### config.mk
export PLATFORM = sky130hd
export DESIGN_NAME = muldiv_unit
export DESIGN_NICKNAME = d
export VERILOG_FILES = /design/src/rtl/muldiv_unit.sv
export SDC_FILE = /design/constraint.sdc
export NUM_CORES = 1
export LEC_CHECK = 0
export CORE_MARGIN = 3
export CORE_UTILIZATION = 58
export DETAILED_ROUTE_END_ITERATION = 8
export PLACE_DENSITY = 0.9
export SLEW_MARGIN = 5
export SYNTH_ARGS = -nofsm -noshare
export SYNTH_HDL_FRONTEND = slang
export SYNTH_SLANG_ARGS = --single-unit
export TNS_END_PERCENT = 50
### constraint.sdc
create_clock -name clk -period 4.3 [get_ports clk]
set_input_delay 0.86 -clock clk [delete_from_list [all_inputs] [get_ports clk]]
set_output_delay 0.86 -clock clk [all_outputs]
set_load 0.01 [all_outputs]
### src/rtl/muldiv_unit.sv
// muldiv_unit: iterative MIPS-style multiply/divide unit with HI/LO registers and a start/busy/done handshake.
module muldiv_unit #(
    parameter int N = 32
) (
    input  logic         clk,
    input  logic         reset_n,
    input  logic         start,
    input  logic [1:0]   op,
    input  logic [N-1:0] srcA,
    input  logic [N-1:0] srcB,
    input  logic         hi_we,
    input  logic         lo_we,
    input  logic [N-1:0] wdata,
    output logic         busy,
    output logic         done,
    output logic [N-1:0] hi,
    output logic [N-1:0] lo,
    output logic         div0
);
    localparam int CW = $clog2(N + 1);
    typedef enum logic [1:0] {IDLE, CALC, FIX} state_t;
    state_t state, state_nx;
    logic [CW-1:0] cnt;
    logic [N-1:0] acc_hi, acc_lo, mag_b;
    logic is_div, neg_q, neg_r, dz;
    logic a_neg, b_neg;
    logic [N-1:0] a_mag, b_mag;
    logic [N:0] add_sum, rem_sh, diff;
    logic [2*N-1:0] mul_nx, div_nx, prod_f;
    logic [N-1:0] q_f, r_f;

    always_comb begin
        a_neg = op[0] & srcA[N-1];
        b_neg = op[0] & srcB[N-1];
        a_mag = a_neg ? -srcA : srcA;
        b_mag = b_neg ? -srcB : srcB;
    end

    // One radix-2 step of each algorithm; the latched op decides which result is kept.
    always_comb begin
        add_sum = acc_lo[0] ? {1'b0, acc_hi} + {1'b0, mag_b} : {1'b0, acc_hi};
        mul_nx  = {add_sum, acc_lo[N-1:1]};
        rem_sh  = {acc_hi, acc_lo[N-1]};
        diff    = rem_sh - {1'b0, mag_b};
        div_nx  = {diff[N] ? rem_sh[N-1:0] : diff[N-1:0], acc_lo[N-2:0], ~diff[N]};
    end

    // A zero divisor leaves |srcA| as remainder, so re-signing it restores srcA.
    always_comb begin
        prod_f = neg_q ? -{acc_hi, acc_lo} : {acc_hi, acc_lo};
        q_f    = dz ? '1 : neg_q ? -acc_lo : acc_lo;
        r_f    = neg_r ? -acc_hi : acc_hi;
    end

    always_ff @(posedge clk or negedge reset_n)
        if (!reset_n) state <= IDLE;
        else state <= state_nx;

    always_comb
        state_nx = state == IDLE ? (start ? CALC : IDLE)
                 : state == CALC ? (cnt == CW'(1) ? FIX : CALC)
                 : IDLE;

    always_comb busy = state != IDLE;

    always_ff @(posedge clk or negedge reset_n) begin
        if (!reset_n) begin
            cnt    <= '0;
            acc_hi <= '0;
            acc_lo <= '0;
            mag_b  <= '0;
            is_div <= 1'b0;
            neg_q  <= 1'b0;
            neg_r  <= 1'b0;
            dz     <= 1'b0;
            done   <= 1'b0;
            div0   <= 1'b0;
            hi     <= '0;
            lo     <= '0;
        end else begin
            done <= state == FIX;
            if (state == IDLE && start) begin
                acc_hi <= '0;
                acc_lo <= a_mag;
                mag_b  <= b_mag;
                is_div <= op[1];
                neg_q  <= a_neg ^ b_neg;
                neg_r  <= a_neg;
                dz     <= op[1] && srcB == '0;
                cnt    <= CW'(N);
                div0   <= 1'b0;
            end else if (state == IDLE) begin
                if (hi_we) hi <= wdata;
                if (lo_we) lo <= wdata;
            end else if (state == CALC) begin
                {acc_hi, acc_lo} <= is_div ? div_nx : mul_nx;
                cnt <= cnt - CW'(1);
            end else if (state == FIX) begin
                {hi, lo} <= is_div ? {r_f, q_f} : prod_f;
                div0 <= dz;
            end
        end
    end
endmodule

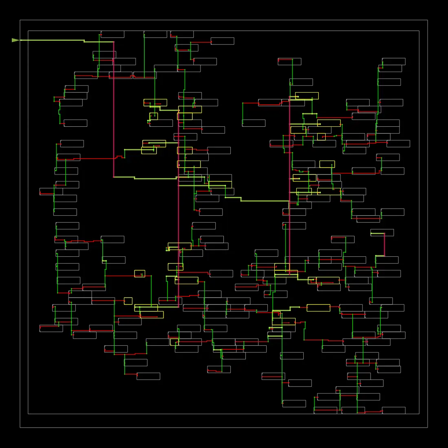
*Clock wiring as the flow saved it, run 1*
Flop Count: 174
CTS Buf Count: 17
clk latency late pin: 0.44 ns
clock buf count: 17

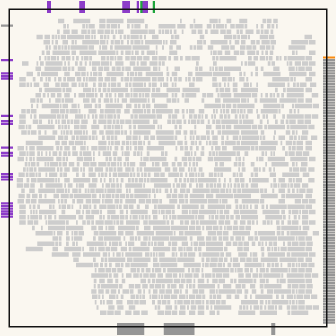
*Pin map, run 1*
Pins as bars across the die edge, other pins in gray.
reset_n: shown in orange, pins 1, direction input, edge right. srcB: shown in purple, pins 32, direction input, edge 19 left, 13 top. op: shown in green, pins 2, direction input, edge top.
All pins by edge: 101 right, 34 bottom, 20 left, 15 top.

==> CHANGELOG.md, run 1 <==
### Metrics

- Post-CTS setup buffers: 0
- Antenna diode count: 0
- Ports: 170
- Cell Area, Placed: roughly 16000 um^2
- Comb_multi_in: ~1400
- Mapped Area: 14100 um^2
- Vias in the first global route: ~14000
- Non-clk bufs: 211
- Top-area cell share: 30.8%
- Main flop type: dfrtp_1
- Area of the multi-input gates: 9150 um^2
- Post-DP HPWL: 34900 um
- Post-synth seq share: 30.8%
- Outcome: complete, no violations
- Required @ worst endpoint: roughly 4.6 ns
- Fmax: 260 MHz
- Seq area share: 25.9%
- Flops out of synthesis: 174
- CP bufs+invs: 2
- Area grow syn2layout: 18.8%
- TNS Setup: 0 ns
- Mean Syn Cell Area: about 8 um^2
- Worst clock skew: 0.0141 ns
- H-tree depth reported by CTS: 4
- Endpoints failing hold: 0
- Flip-flops with a built-in enable: 0
- Crit end category: flip-flop
- Post-synthesis compound-gate area fraction: 25.8%
- Comb area share: approximately 55%
- First DRT Iteration DRCs: 2170
- Net Count, Synth: 1963
- Slew @ Worst Pin: 1.21 ns
- FILL cells: between 1500 and 2000
- Critical path arrival: 4.16 ns
- CTS clk-pin slew, worst paths: 0.08 ns
- Critical path's top delay family: AND-OR/OR-AND gates
- R2R Setup Slk: 0.45 ns
- WL met1: between 15000 and 20000 um
- WL final: about 47000 um
- Floorplan utilization: about three fifths
- Cts hold-fix bufs: 0
- Largest net degree at the start of global routing: 82
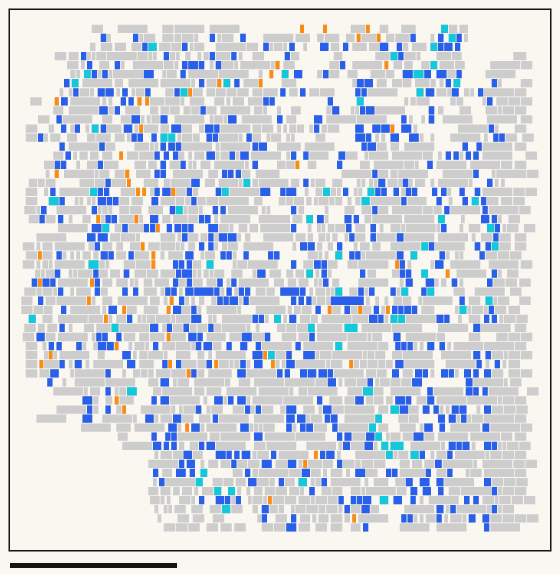
*Gate families picked out, run 1*
Bar = 50 um.
inverting AOI/OAI gates: shown in blue, cells 551, most used o21ai_0, where widely spread. inverters: shown in orange, cells 60, most used inv_1. AND and OR gates: shown in cyan, cells 70, most used or3_1, where widely spread.
dominant logic cell type in the layout: nand2_1
fin cells: 2244

-- run 1: Yosys cell counts (4+ instances only) --
| cell | count |
|---|---|
| a22o_1 | 6 |
| nor3_1 | 34 |
| inv_1 | 59 |
| a31oi_1 | 24 |
| o21a_1 | 5 |
| nor2b_1 | 8 |
| a21o_1 | 30 |
| buf_1 | 16 |
| o221ai_1 | 4 |
| o211ai_1 | 38 |
| and2_1 | 14 |
| a21oi_1 | 156 |
| o31ai_1 | 26 |
| o22ai_1 | 40 |
| dfrtp_1 | 174 |
| clkbuf_1 | 82 |
| a211o_1 | 4 |
| xor2_1 | 70 |
| or2_2 | 6 |
| and3_1 | 11 |
| nor4_1 | 17 |
| buf_2 | 6 |
| a21boi_0 | 4 |
| nand2_1 | 241 |
| xnor2_1 | 106 |
| a221oi_1 | 4 |
| mux2i_1 | 42 |
| nand4_1 | 7 |
| a211oi_1 | 14 |
| o21ai_1 | 13 |
| nand3_1 | 25 |
| o21ai_0 | 199 |
| nand2b_1 | 13 |
| nor2_1 | 119 |
| or3_1 | 23 |
| mux2_2 | 6 |
| o41ai_1 | 11 |
| or4_1 | 7 |
| ha_1 | 70 |
-- run 1: report_power, final --
| group | leakage (uW) | internal [uW] | switching (uW) | total (uW) |
|---|---|---|---|---|
| logic | 0.00467 | 4540 | 6330 | 10900 |
| clock network | 0.000297 | 792 | 802 | 1590 |
| registers | 0.00212 | 2440 | 1080 | 3520 |
-- run 1: flip-flops by register name, summed over array words and instances, names as in the netlist --
signal	cells
is_div	1
cnt	6
acc_hi	32
done	1
acc_lo	32
mag_b	32
neg_q	1
div0	1
lo	32
hi	32
dz	1
neg_r	1
state	2
==> inputs of run 2 (changes only) <==
--- a/config.mk
+++ b/config.mk
@@ -8,7 +8,8 @@
 export CORE_MARGIN = 3
 export CORE_UTILIZATION = 58
 export DETAILED_ROUTE_END_ITERATION = 8
-export PLACE_DENSITY = 0.9
+export HOLD_SLACK_MARGIN = 0.08
+export PLACE_DENSITY_LB_ADDON = 0.12
 export SLEW_MARGIN = 5
 export SYNTH_ARGS = -nofsm -noshare
 export SYNTH_HDL_FRONTEND = slang
==> CHANGELOG.md, run 2 <==
### Metrics

- Row Count: 56 (unchanged)
- Initial antenna violation count: 0 (unchanged)
- R2R Path Start: acc_hi[2] (was acc_hi[0])
- Required @ worst endpoint: 4.61 ns (about the same)
- Final setup fails: 0 (unchanged)
- Total congestion overflow: 0 (unchanged)
- Cell Area, Placed: 16200 um^2 (about the same)
- Comb area share: 54.2% (was 54.5%)
- PwrDens: 954 nW/um^2 (was 952 nW/um^2)
- Main flop type: dfrtp_1 (unchanged)
- Die Span Y: 162 um (unchanged)
- Layout cell share with drive strength beyond 1: 6.15% (was 5.61%)
- RSZ-0062 raised after global routing: false (unchanged)
- And+or+nand+nor area frac: 17.9% (unchanged)
- Most common library cells after synthesis: nand2_1 (241), o21ai_0 (199), dfrtp_1 (174), a21oi_1 (156), nor2_1 (119) (unchanged)
- Post-DP HPWL: 34400 um (was 34900 um)
- Clock sink count: 174 (unchanged)
- Mapped Area: 14100 um^2 (unchanged)
- Cts hold-fix bufs: 0 (unchanged)
- Vias in the first global route: 13400 (was 13500)
- Area of the multi-input gates: 9170 um^2 (was 9150 um^2)
- Critical path arrival: 4.25 ns (was 4.16 ns)
- Invs w/o clock: 60 (unchanged)
- Crit end category: flip-flop (unchanged)
- Largest cells by area after synthesis: dfrtp_1 (31%), o21ai_0 (7.1%), xnor2_1 (6.6%), nand2_1 (6.4%), ha_1 (6.2%) (unchanged)
- Flip-flops with a built-in enable: 0 (unchanged)
- Floorplan utilization: 59.6% (unchanged)
- First-pass GRT wire length: 72700 um (was 72800 um)
- Fin nets: 2098 (was 2087)
- Antenna diode count: 0 (unchanged)
- Yosys Chip Area: 14100 um^2 (unchanged)
- Post-synth seq share: 30.8% (unchanged)
- Slew @ Worst Pin: 1.19 ns (was 1.21 ns)
- Mean Syn Cell Area: 7.90 um^2 (unchanged)
- Drt first pass iters: 6 (was 7)
- Clock buf count: 17 (unchanged)
- Flop Count: 174 (unchanged)
- H-tree depth reported by CTS: 4 (unchanged)
- Fmax: 254 MHz (was 260 MHz)
- RD Place Congestion: 0.966 (was 0.987)
- Hold WC Path Type: primary input to asynchronous set/reset pin (unchanged)
- Post-synthesis compound-gate area fraction: 25.8% (unchanged)
- Distinct cells, synth: 73 (unchanged)
- Max clock buf depth: 2 (unchanged)
- Top Layout Cells: nand2_1 (240), o21ai_0 (199), dfrtp_1 (173), clkdlybuf4s50_1 (168), a21oi_1 (156) (unchanged)
- Leakage: 0.00715 uW (was 0.00709 uW)
- Fin cells: 2255 (was 2244)
- R2R Setup Slk: 0.37 ns (was 0.45 ns)
- Seq area share: 25.8% (was 25.9%)
- Maximum VDD drop: 511 uV (was 413 uV)
- Cells after Synth: 1788 (unchanged)
- CTS tree: yes (unchanged)
- Worst clock skew: 0.0159 ns (was 0.0141 ns)
- Final worst-path cycle share: 91.4% (was 89.5%)
- Endpoints failing hold: 0 (unchanged)
- Clk latency late pin: 0.45 ns (was 0.44 ns)
- TNS Setup: 0 ns (unchanged)
- RR Endpoint: acc_hi[23] (was acc_hi[8])
- Flops out of synthesis: 174 (unchanged)
- Non-clk bufs: 222 (was 211)
- Synth mux share: 3.45% (unchanged)
- Area grow syn2layout: 19.6% (was 18.8%)
- CP Max Fanout: 24 (was 46)
- Ports: 170 (unchanged)
- Largest net degree at the start of global routing: 88 (was 82)
- Vias per cell: 6.34 (was 6.46)
- FILL cells: 1981 (was 1873)
- CTS clk-pin slew, worst paths: 0.09 ns (was 0.08 ns)
- Most common cell in the netlist: nand2_1 (unchanged)
- Clk tree area frac: 3.85% (was 3.69%)
- Adder Area Share: 6.48% (unchanged)
- Net Count, Synth: 1963 (unchanged)
- First DRT Iteration DRCs: 1430 (was 2170)
- DIE WIDTH: 162 um (unchanged)
- Outcome: complete, no violations (unchanged)
- Post-CTS setup buffers: 0 (unchanged)
- Remaining DRCs: 0 (unchanged)
- Dominant logic cell type in the layout: nand2_1 (unchanged)
- Headroom to the max-slew limit: 20.8% (was 18.9%)
- CTS Buf Count: 17 (unchanged)
- Top-area cell share: 30.8% (unchanged)
- Comb_multi_in: 1448 (unchanged)
## run 2: kinds of logic (layout without fill, tap and decap cells)
family,count (synthesis),after routing
adder cells (fa/ha/maj),72,72
flip-flops,174,174
XOR/XNOR,176,176
AND/OR/NAND/NOR,547,547
AND-OR/OR-AND,605,605
multiplexers,48,48
buffers and inverters,166,314
## run 2: report_power, final
part	internal, uW	switching [uW]
Clock	857	829
Combinational	4610	6430
Sequential	2440	954
## run 2: per-layer routing
| metal | share of wire (%) | track usage, % | up-vias |
|---|---|---|---|
| li1 | - | - | 6702 |
| met1 | 44 | 50.0 | 6846 |
| met2 | 45 | 52.7 | 645 |
| met3 | 8.4 | 6.53 | 102 |
| met4 | 2.9 | 12.3 | 0 |
| met5 | 0 | 0 | - |
## run 2: critical path: stages (launching register included)
cell and delay (ns):
dfrtp_1 0.51, ha_1 0.41, o211ai_1 0.17, a21oi_1 0.11, o41ai_2 0.40, o211ai_1 0.27
nor4_1 0.34, o31ai_1 0.13, buf_4 0.16, xnor2_4 0.55, buf_4 0.35, nor2_1 0.07
a21oi_1 0.21, o21ai_0 0.11
## run 2: worst max path at each step
stage | from | end | slack (ns) | cells past startpoint
finish | acc_hi[2] | acc_hi[23] | 0.37 | 13
global route | acc_hi[2] | acc_hi[26] | 0.09 | 14
CTS | acc_hi[2] | acc_hi[26] | 0.46 | 14
detailed placement | srcB[2] | mag_b[29] | 0.32 | 11
global placement | srcB[2] | mag_b[29] | 0.39 | 11
floorplan | acc_lo[31] | acc_hi[10] | 0.96 | 13
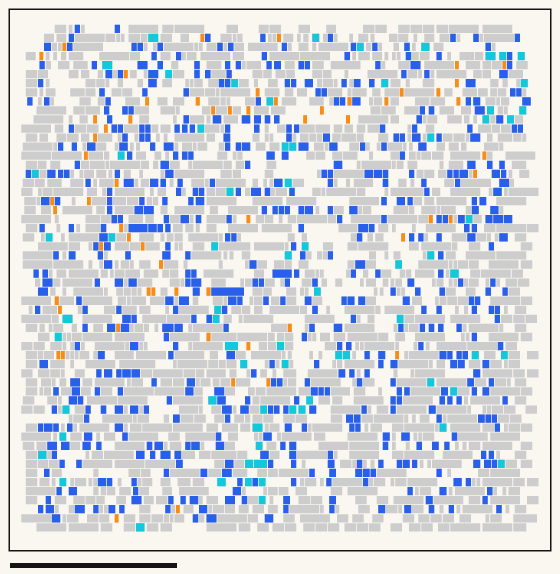
*Gate families picked out, run 2*
Bar = 50 um.
inverting AOI/OAI gates: shown in blue, cells 551, most used o21ai_0, where widely spread. inverters: shown in orange, cells 60, most used inv_1. AND and OR gates: shown in cyan, cells 70, most used or3_1, where widely spread.

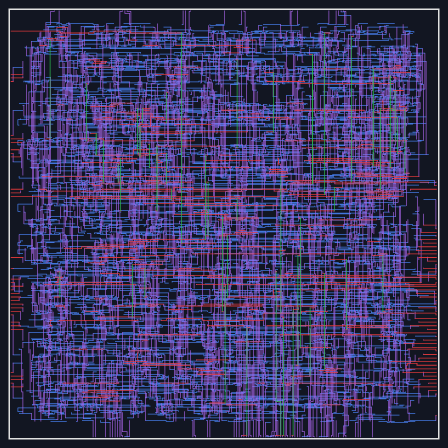
*Signal wires by layer, run 2*
met2: shown in purple, wire length 20.7 mm. met3: shown in red, wire length 3860 um. met1: shown in blue, wire length 20.0 mm. met4: shown in green, wire length 1330 um.
drt wl/cell: 20.4 um
WL final: 45900 um
gr usage total: 34.8%
Via Count: 14300

==> inputs of run 3 (changes only) <==
--- a/config.mk
+++ b/config.mk
@@ -5,7 +5,7 @@
 export SDC_FILE = /design/constraint.sdc
 export NUM_CORES = 1
 export LEC_CHECK = 0
-export CORE_MARGIN = 3
+export CORE_MARGIN = 1
 export CORE_UTILIZATION = 58
 export DETAILED_ROUTE_END_ITERATION = 8
 export HOLD_SLACK_MARGIN = 0.08
==> CHANGELOG.md, run 3 <==
### Metrics

- Outcome: complete, no violations (unchanged)
- RD Place Congestion: 0.954 (was 0.966)
- CTS Buf Count: 17 (unchanged)
- Layout cell share with drive strength beyond 1: 6.00% (was 6.15%)
- Yosys Chip Area: 14100 um^2 (unchanged)
- Clk pwr share: 10.2% (was 10.5%)
- Post-synth seq share: 30.8% (unchanged)
- Net Count, Synth: 1963 (unchanged)
- Endpoints failing hold: 0 (unchanged)
- Headroom to the max-slew limit: 22.7% (was 20.8%)
- H-tree depth reported by CTS: 4 (unchanged)
- Largest net degree at the start of global routing: 77 (was 88)
- Flops out of synthesis: 174 (unchanged)
- Via Count: 14200 (was 14300)
- Hold WC Path Type: primary input to asynchronous set/reset pin (unchanged)
- Crit path cell chain: inv_1, ha_1, nand2_1, nor4_1, nand4_1, o211ai_1, nor4_1, o31ai_1, xnor2_2, buf_12, mux2_2, a21oi_1, o21ai_0 (was ha_1, o211ai_1, a21oi_1, o41ai_2, o211ai_1, nor4_1, o31ai_1, buf_4, xnor2_4, buf_4, nor2_1, a21oi_1, o21ai_0)
- Initial antenna violation count: 0 (unchanged)
- DIE WIDTH: 158 um (was 162 um)
- WL met1: 19900 um (was 20000 um)
- Fin nets: 2095 (was 2098)
- Internal: 7810 uW (was 7910 uW)
- M3 GR Usage: 6.24% (was 6.53%)
- Cells after Synth: 1788 (unchanged)
- Largest cells by area after synthesis: dfrtp_1 (31%), o21ai_0 (7.1%), xnor2_1 (6.6%), nand2_1 (6.4%), ha_1 (6.2%) (unchanged)
- Met2 global-route usage: 57.9% (was 52.7%)
- Maximum VDD drop: 507 uV (was 511 uV)
- Critical path's top delay family: simple AND/OR/NAND/NOR gates (was AND-OR/OR-AND gates)
- Crit end category: flip-flop (unchanged)
- Cts hold-fix bufs: 0 (unchanged)
- Fmax: 257 MHz (was 254 MHz)
- Mapped Area: 14100 um^2 (unchanged)
- Highest metal used: met4 (unchanged)
- RSZ-0062 raised after global routing: false (unchanged)
- Most common library cells after synthesis: nand2_1 (241), o21ai_0 (199), dfrtp_1 (174), a21oi_1 (156), nor2_1 (119) (unchanged)
- Flip-flops with a built-in enable: 0 (unchanged)
- Final setup fails: 0 (unchanged)
- Clk latency late pin: 0.44 ns (was 0.45 ns)
- Logic gate share of total power: 68.6% (was 68.5%)
- Top-area cell share: 30.8% (unchanged)
- Final worst-path cycle share: 90.4% (was 91.4%)
- Vias per cell: 6.29 (was 6.34)
- Most used cell, CP: nor4_1
- Crit-path max cell delay: 0.65 ns (was 0.55 ns)
- Critical path arrival: 4.21 ns (was 4.25 ns)
- Floorplan utilization: 59.6% (unchanged)
- Area grow syn2layout: 19.3% (was 19.6%)
- Distinct cells, synth: 73 (unchanged)
- Max clock buf depth: 2 (unchanged)
- Met3 Routed Length: 3670 um (was 3860 um)
- Post-CTS setup buffers: 0 (unchanged)
- Sequential fraction of design power: 21.2% (was 21.1%)
- Met1 Usage GRT: 51.4% (was 50.0%)
- Most common cell in the netlist: nand2_1 (unchanged)
- Slowest stage cell, crit path: nor4_1 (was xnor2_4)
- Gr busiest metal: met2 (unchanged)
- Switching share of power: 51.0% (was 50.9%)
- Ports: 170 (unchanged)
- First-pass GRT wire length: 70600 um (was 72700 um)
- Drt wl/cell: 20.0 um (was 20.4 um)
- First DRT Iteration DRCs: 1395 (was 1430)
- Die area: 25000 um^2 (was 26300 um^2)
- Reported net switching power: 8120 uW (was 8210 uW)
- Drt first pass iters: 5 (was 6)
- Vias in the first global route: 13000 (was 13400)
- Met2 Wirelength: 20300 um (was 20700 um)
- Antenna diode count: 0 (unchanged)
- Leakage: 0.00713 uW (was 0.00715 uW)
- Top Layout Cells: nand2_1 (240), o21ai_0 (199), dfrtp_1 (173), clkdlybuf4s50_1 (168), a21oi_1 (156) (unchanged)
- Mean Syn Cell Area: 7.90 um^2 (unchanged)
- Remaining DRCs: 0 (unchanged)
- Slew @ Worst Pin: 1.16 ns (was 1.19 ns)
- Gr usage total: 36.7% (was 34.8%)
[run 3: cell counts after synthesis]
No cell type changed its count.
[run 3: area by class of cell]
| cell class | instances | area (um^2) |
|---|---|---|
| well taps | 319 | 399 |
| clock buffers | 17 | 425 |
| multi-input cells | 1448 | 9150 |
| repair buffers | 219 | 2090 |
| inverters | 60 | 225 |
| fillers | 1988 | 6840 |
| clock inverters | 15 | 195 |
| flip-flops and latches | 174 | 4360 |
[run 3: through the flow]
stage                     hold WS, ns  instance area (um^2)  std cells  power, uW  setup WS (ns)
after floorplan                 0.447                 14100       1788      10700          0.958
after global placement          0.462                 16200       2220      13900          0.402
final                           0.420                 16800       2252      15900          0.412
after global routing            0.479                 16800       2252      17100         0.0456
after CTS                       0.460                 16800       2252      15700          0.483
after detailed placement        0.468                 16200       2220      14000          0.341
[run 3: path summary, 6_finish.rpt]
check                           from          to  slack (ns)  depth (start not counted)
setup / recovery           mag_b[20]   acc_hi[8]        0.41                         13
hold reg to reg               cnt[4]      cnt[4]        0.47                          1
min in group clk              cnt[4]      cnt[4]        0.47                          1
hold / removal               reset_n      lo[22]        0.42                          1
setup reg to reg           mag_b[20]   acc_hi[8]        0.41                         13
max in group asynchronous    reset_n  acc_lo[10]        2.93                          2
[run 3: kinds of logic after synthesis]
logic type / count (synthesis) / synth area share [%]
flip-flops: 174 / 30.8
buffers and inverters: 166 / 4.54
adder cells (fa/ha/maj): 72 / 6.48
XOR/XNOR: 176 / 10.9
multiplexers: 48 / 3.45
AND-OR/OR-AND: 605 / 25.8
AND/OR/NAND/NOR: 547 / 17.9
[run 3: power by group through the flow]
stage	clock (uW)	sequential, uW	combinational (uW)
after detailed placement	0	3370	10700
after floorplan	0	3220	7440
final	1630	3380	10900
after CTS	1630	3350	10700
after global routing	1690	3480	12000
after global placement	0	3350	10500
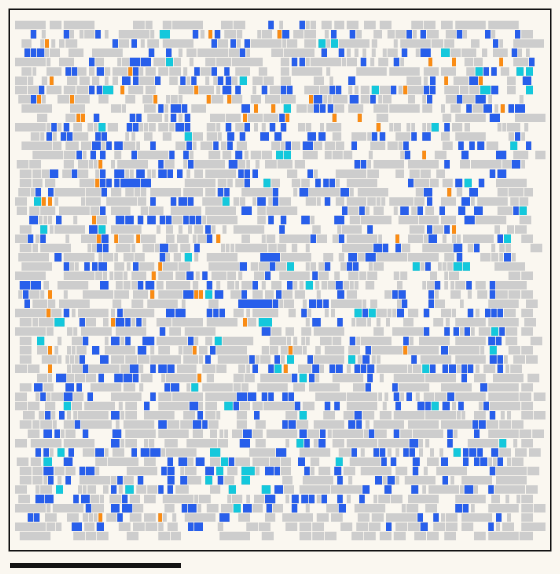
*Gate families picked out, run 3*
Bar = 50 um.
inverting AOI/OAI gates: shown in blue, cells 551, most used o21ai_0, where widely spread. AND and OR gates: shown in cyan, cells 70, most used or3_1, where widely spread. inverters: shown in orange, cells 60, most used inv_1.

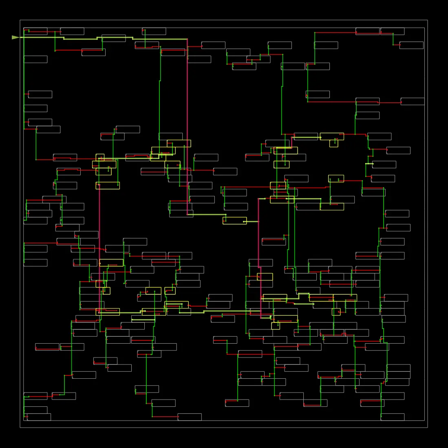
*Clock wiring as the flow saved it, run 3*
worst clock skew: 0.0143 ns
clock group power: 1630 uW

Power is estimated from default activity; no workload was simulated.
